## config.mk

```make
export PLATFORM = sky130hd
export DESIGN_NAME = vend_fsm_multi
export DESIGN_NICKNAME = d
export VERILOG_FILES = /design/src/rtl/vend_pkg.sv /design/src/rtl/vend_price_cmp.sv /design/src/rtl/vend_fsm_multi.sv
export SDC_FILE = /design/constraint.sdc
export NUM_CORES = 1
export LEC_CHECK = 0
export CAP_MARGIN = 20
export CELL_PAD_IN_SITES_DETAIL_PLACEMENT = 0
export CELL_PAD_IN_SITES_GLOBAL_PLACEMENT = 1
export CORE_ASPECT_RATIO = 1.4
export CORE_MARGIN = 10
export CORE_UTILIZATION = 39
export DETAILED_ROUTE_END_ITERATION = 8
export GPL_TIMING_DRIVEN = 0
export PLACE_DENSITY_LB_ADDON = 0.1
export REMOVE_ABC_BUFFERS = 1
export SYNTH_ARGS = -nofsm -noshare
export SYNTH_HDL_FRONTEND = slang
export SYNTH_SLANG_ARGS = --single-unit
```

## constraint.sdc

```tcl
create_clock -name clk -period 5.9 [get_ports clk]
set_clock_uncertainty 0.1 [all_clocks]
set_input_delay 1.18 -clock clk [delete_from_list [all_inputs] [get_ports clk]]
set_output_delay 1.18 -clock clk [all_outputs]
set_load 0.02 [all_outputs]
```

## src/rtl/vend_pkg.sv

```systemverilog
// Shared types and price helpers for the multi-item vending controller.
package vend_pkg;

  typedef enum logic [1:0] {
    IDLE   = 2'd0,
    CREDIT = 2'd1,
    CHANGE = 2'd2
  } vend_state_e;

  localparam int MAX_ITEMS  = 16;
  localparam int MAX_VAL_W  = 32;
  localparam int MAX_LIST_W = MAX_ITEMS * MAX_VAL_W;

  localparam logic [4*10-1:0] DEF_PRICE_LIST = {10'd30, 10'd20, 10'd10, 10'd5};

  // list is the packed price vector zero-extended to MAX_LIST_W; result is masked to val_w bits
  function automatic logic [MAX_VAL_W-1:0] price_of(input logic [MAX_LIST_W-1:0] list,
                                                    input int val_w, input int idx);
    return MAX_VAL_W'(list >> (idx * val_w)) & ~({MAX_VAL_W{1'b1}} << val_w);
  endfunction

endpackage

```

## src/rtl/vend_price_cmp.sv

```systemverilog
// Affordability vector: bit i set when credit covers the price of item i.
module vend_price_cmp
  import vend_pkg::*;
#(
  parameter int                         N_ITEMS    = 4,
  parameter int                         VAL_W      = 10,
  parameter logic [N_ITEMS*VAL_W-1:0]   PRICE_LIST = DEF_PRICE_LIST
) (
  input  logic [VAL_W-1:0]   credit,
  output logic [N_ITEMS-1:0] afford
);

  localparam logic [MAX_LIST_W-1:0] LIST_EXT = MAX_LIST_W'(PRICE_LIST);

  for (genvar i = 0; i < N_ITEMS; i++) begin : g_cmp
    localparam logic [MAX_VAL_W-1:0] P = price_of(LIST_EXT, VAL_W, i);
    assign afford[i] = credit >= P[VAL_W-1:0];
  end

endmodule

```

## src/rtl/vend_fsm_multi.sv

```systemverilog
// Multi-item vending session controller: coin accumulation, vend, change, cancel and timeout.
// All outputs registered; an input sampled at one edge shows at the outputs after that edge.
module vend_fsm_multi
  import vend_pkg::*;
#(
  parameter int                       N_ITEMS     = 4,
  parameter int                       VAL_W       = 10,
  parameter logic [N_ITEMS*VAL_W-1:0] PRICE_LIST  = DEF_PRICE_LIST,
  parameter int                       TIMEOUT_CYC = 1000,
  parameter int                       IDX_W       = $clog2(N_ITEMS)
) (
  input  logic               clk,
  input  logic               reset,
  input  logic               coin_valid,
  input  logic [VAL_W-1:0]   coin_amt,
  input  logic               sel_valid,
  input  logic [IDX_W-1:0]   sel_idx,
  input  logic               cancel,
  input  logic               get_ind,
  output logic               op_start,
  output logic [VAL_W-1:0]   credit,
  output logic [N_ITEMS-1:0] item_light,
  output logic               light,
  output logic               hold_ind,
  output logic               not_enough,
  output logic               coin_reject,
  output logic               vend_valid,
  output logic [IDX_W-1:0]   vend_idx,
  output logic               change_valid,
  output logic [VAL_W-1:0]   change_amt
);

  localparam int                    TMR_W     = $clog2(TIMEOUT_CYC);
  localparam logic [TMR_W-1:0]      TMR_LAST  = TMR_W'(TIMEOUT_CYC - 1);
  localparam int                    N_SLOTS   = 1 << IDX_W;
  localparam logic [IDX_W:0]        N_ITEMS_W = (IDX_W + 1)'(N_ITEMS);
  localparam logic [MAX_LIST_W-1:0] LIST_EXT  = MAX_LIST_W'(PRICE_LIST);

  // Padded to a power of two so any sel_idx indexes a defined entry.
  logic [VAL_W-1:0] price_tbl [N_SLOTS];
  for (genvar i = 0; i < N_SLOTS; i++) begin : g_tbl
    if (i < N_ITEMS) begin : g_item
      localparam logic [MAX_VAL_W-1:0] P = price_of(LIST_EXT, VAL_W, i);
      assign price_tbl[i] = P[VAL_W-1:0];
    end else begin : g_pad
      assign price_tbl[i] = '0;
    end
  end

  vend_state_e        state_q, state_d;
  logic [VAL_W-1:0]   credit_q, credit_d;
  logic               hold_q, hold_d;
  logic [TMR_W-1:0]   tmr_q, tmr_d;
  logic               op_start_q, op_start_d;
  logic [N_ITEMS-1:0] item_light_q, item_light_d;
  logic               light_q, light_d;
  logic               not_enough_q, not_enough_d;
  logic               coin_reject_q, coin_reject_d;
  logic               vend_valid_q, vend_valid_d;
  logic [IDX_W-1:0]   vend_idx_q, vend_idx_d;
  logic               change_valid_q, change_valid_d;
  logic [VAL_W-1:0]   change_amt_q, change_amt_d;

  logic [VAL_W:0]   coin_sum;
  logic             coin_fits, sel_req, sel_ok, idle_cyc, timeout, leave, in_credit;
  logic [VAL_W-1:0] sel_price;

  // Selection affordability uses the pre-coin credit.
  assign coin_sum  = {1'b0, credit_q} + {1'b0, coin_amt};
  assign coin_fits = ~coin_sum[VAL_W];
  assign sel_price = price_tbl[sel_idx];
  assign sel_req   = sel_valid & ~cancel & ({1'b0, sel_idx} < N_ITEMS_W);
  assign sel_ok    = sel_price <= credit_q;
  assign idle_cyc  = ~coin_valid & ~sel_valid;
  assign timeout   = idle_cyc & (tmr_q == TMR_LAST);
  assign leave     = cancel | (get_ind & hold_q) | timeout;
  assign in_credit = state_q == CREDIT;

  always_ff @(posedge clk) begin
    if (reset) begin
      state_q        <= IDLE;
      credit_q       <= '0;
      hold_q         <= 1'b0;
      tmr_q          <= '0;
      op_start_q     <= 1'b0;
      item_light_q   <= '0;
      light_q        <= 1'b0;
      not_enough_q   <= 1'b0;
      coin_reject_q  <= 1'b0;
      vend_valid_q   <= 1'b0;
      vend_idx_q     <= '0;
      change_valid_q <= 1'b0;
      change_amt_q   <= '0;
    end else begin
      state_q        <= state_d;
      credit_q       <= credit_d;
      hold_q         <= hold_d;
      tmr_q          <= tmr_d;
      op_start_q     <= op_start_d;
      item_light_q   <= item_light_d;
      light_q        <= light_d;
      not_enough_q   <= not_enough_d;
      coin_reject_q  <= coin_reject_d;
      vend_valid_q   <= vend_valid_d;
      vend_idx_q     <= vend_idx_d;
      change_valid_q <= change_valid_d;
      change_amt_q   <= change_amt_d;
    end
  end

  always_comb begin
    state_d  = state_q;
    credit_d = credit_q;
    hold_d   = hold_q;
    tmr_d    = '0;
    unique case (state_q)
      IDLE: begin
        if (coin_valid) begin
          state_d  = CREDIT;
          credit_d = coin_amt;
        end
      end
      CREDIT: begin
        if (coin_valid && coin_fits) credit_d = coin_sum[VAL_W-1:0];
        if (sel_req && sel_ok) begin
          credit_d = credit_d - sel_price;
          hold_d   = 1'b1;
        end
        tmr_d = idle_cyc ? tmr_q + TMR_W'(1) : '0;
        if (leave) state_d = CHANGE;
      end
      CHANGE: begin
        state_d  = IDLE;
        credit_d = '0;
        hold_d   = 1'b0;
      end
      default: begin
        state_d  = IDLE;
        credit_d = '0;
        hold_d   = 1'b0;
      end
    endcase
  end

  vend_price_cmp #(
    .N_ITEMS    (N_ITEMS),
    .VAL_W      (VAL_W),
    .PRICE_LIST (PRICE_LIST)
  ) u_price_cmp (
    .credit (credit_d),
    .afford (item_light_d)
  );

  always_comb begin
    op_start_d     = state_d != IDLE;
    light_d        = |item_light_d;
    not_enough_d   = in_credit & sel_req & ~sel_ok;
    coin_reject_d  = in_credit & coin_valid & ~coin_fits;
    vend_valid_d   = in_credit & sel_req & sel_ok;
    vend_idx_d     = vend_valid_d ? sel_idx : '0;
    change_valid_d = state_d == CHANGE;
    change_amt_d   = change_valid_d ? credit_d : '0;
  end

  assign op_start     = op_start_q;
  assign credit       = credit_q;
  assign item_light   = item_light_q;
  assign light        = light_q;
  assign hold_ind     = hold_q;
  assign not_enough   = not_enough_q;
  assign coin_reject  = coin_reject_q;
  assign vend_valid   = vend_valid_q;
  assign vend_idx     = vend_idx_q;
  assign change_valid = change_valid_q;
  assign change_amt   = change_amt_q;

endmodule

```

Run 1, routing congestion:
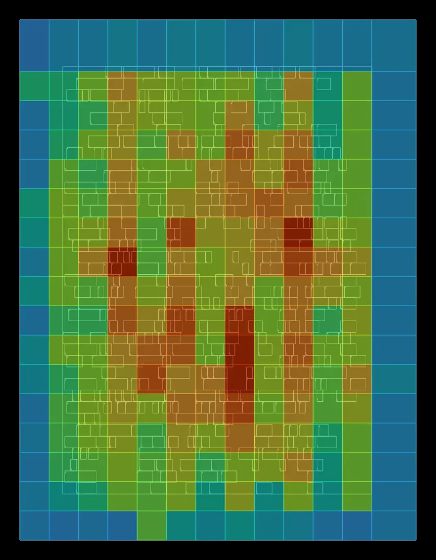
GRT Max-Usage Layer: met2
final core utilization: 49.8%
met3 usage: 2.69%
met2 Resource Use GR: 26.5%

Run 1, the metal 1 layer:
Bar = 20 um. Supply wires on this layer in grey.
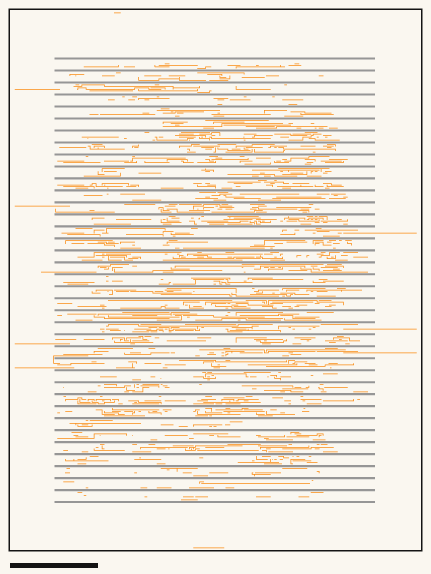
nets with wire on the layer	415
longest straight run	28.1 um
wire length on this layer	3,720 um

==> impl_metrics.json, run 1 <==
{
  "status": "finished, final reports clean",
  "area_leaders": "dfxtp_1, ha_1, nor2_1",
  "wl_per_cell_um": 17.0,
  "critPathTopFamily": "AND-OR/OR-AND gates",
  "synth.area.mux_share_pct": 2.09,
  "cts_buffers": 5,
  "ff_count": 45,
  "remaining_drc_errors": 0,
  "min_to": "tmr_q[0]$_SDFF_PP0_",
  "syn_to_final_growth_pct": 24.3,
  "ys_top_cells_by_count": "dfxtp_1, nor2_1, nand2_1",
  "ir_drop_v": 0.000209,
  "period_needed_ps": 5740,
  "layout_setup_ws_ps": 163,
  "cpPeakStageDelay_ps": 630,
  "syn_inst": 355,
  "startpoint": "coin_amt[0]",
  "dp_cells": 491,
  "crit_arrival_ps": 5790,
  "clk-insertion-delay-late_ps": 290,
  "wl_met3_um": 337,
  "regArea_um2": 901,
  "viasPerCell": 5.48
}
Run 1, met2 routing:
Bar = 20 um.
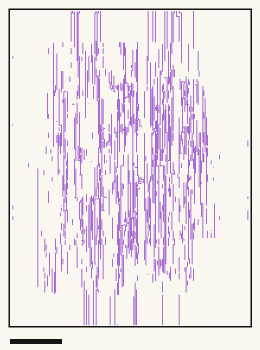
longest straight run	52.7 um
nets with wire on the layer	384
share of all routed wire	51%
main direction	vertical
vias: 2,752
total wire length: 8520 um

Run 1, routed clock nets over the placement:
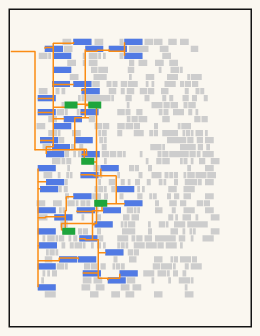
[blue] flip-flops | count: 45
[green] clock drivers | count: 5
[orange] clock wires | length: 531 um
routed clock nets	6

==> run 2, diff against run 1 <==
--- a/config.mk
+++ b/config.mk
@@ -9,7 +9,7 @@
 export CELL_PAD_IN_SITES_DETAIL_PLACEMENT = 0
 export CELL_PAD_IN_SITES_GLOBAL_PLACEMENT = 1
 export CORE_ASPECT_RATIO = 1.4
-export CORE_MARGIN = 10
+export CORE_MARGIN = 2
 export CORE_UTILIZATION = 39
 export DETAILED_ROUTE_END_ITERATION = 8
 export GPL_TIMING_DRIVEN = 0
==> constraint.sdc (replaced) <==
create_clock -name clk -period 5.9 [get_ports clk]
set_clock_uncertainty 0.1 [all_clocks]
set_input_delay 1.18 -clock clk [delete_from_list [all_inputs] [get_ports clk]]
set_output_delay 1.18 -clock clk [all_outputs]
set_load 0.1 [all_outputs]
Run 2, metal 3:
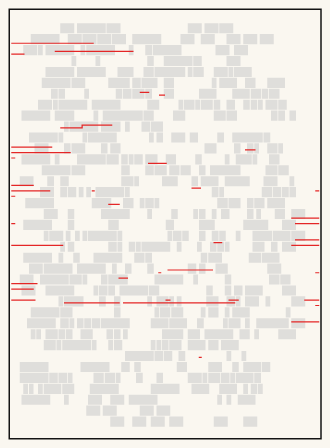
main direction	horizontal
longest straight run	27.6 um
share of all routed wire	3.0%
wire length on this layer	239 um
nets with wire on the layer	33
total wire length: 7940 um
met3 usage: 2.04%
vias: 2,716

Run 2, M4 wires:
Bar = 20 um. Supply wires on this layer in grey.
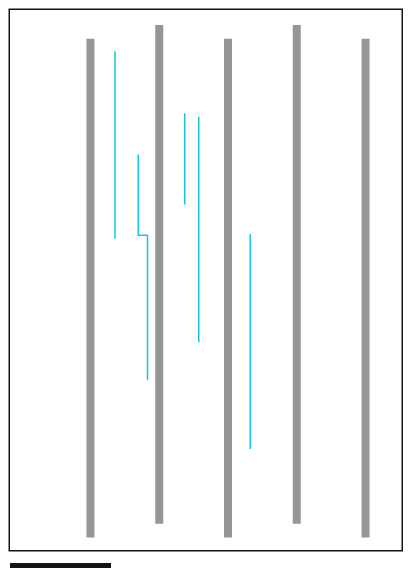
nets with wire on the layer	5
share of all routed wire	2.4%

==> run 2 against run 1 <==
Against the previous run:
- combinational power grew 23%
- first-iteration DRC count shrank 7.4%
- core utilization is 0.14 points lower
- sequential power hardly changed
- global-route usage is 5.3 points higher
- die size down 28%
- sequential cell count unchanged
- critical path type unchanged
- largest cell class unchanged
==> impl_metrics.json, run 2 <==
{
  "ys_top_cells_by_count": "dfxtp_1, nor2_1, nand2_1",
  "syn_inst": 355,
  "layout_setup_ws_ps": 222,
  "wl_met3_um": 238,
  "cpPeakStageDelay_ps": 630,
  "synth_simple_gate_area_share_pct": 21.0,
  "wl_per_cell_um": 15.8,
  "fillCellCount": 763,
  "synth_area_um2": 2930,
  "clk-insertion-delay-late_ps": 290,
  "remaining_drc_errors": 0,
  "viasPerCell": 5.41,
  "globalRoute.busiestLayer": "met2",
  "status": "finished, final reports clean",
  "ir_drop_v": 0.000187,
  "clk_pin_slew_worst_paths_ps": 80,
  "critPathTopFamily": "AND-OR/OR-AND gates",
  "p_total_mw": 0.929,
  "maxCapViolCount": 0,
  "finalSetupViolations": 0,
  "regArea_um2": 901,
  "reg2reg_depth": 19,
  "comb_share_pct": 53.0,
  "crit_arrival_ps": 5730,
  "min_to": "tmr_q[0]$_SDFF_PP0_",
  "cts_buffers": 5,
  "yosysTopAreaCellShare_pct": 30.8,
  "ff_count": 45,
  "period_needed_ps": 5680,
  "pg_comb_mw": 0.412,
  "syn_to_final_growth_pct": 24.0,
  "cts_num_sinks": 45,
  "startpoint": "coin_amt[0]",
  "final_util_pct": 49.6,
  "dp_cells": 491,
  "synth.area.mux_share_pct": 2.09
}
Run 2, met2 routing:
Bar = 20 um.
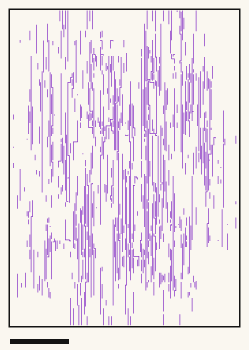
nets with wire on the layer	382
main direction	vertical
longest straight run	46.6 um
met2 Resource Use GR: 34.6%

Power is estimated from default activity; no workload was simulated.
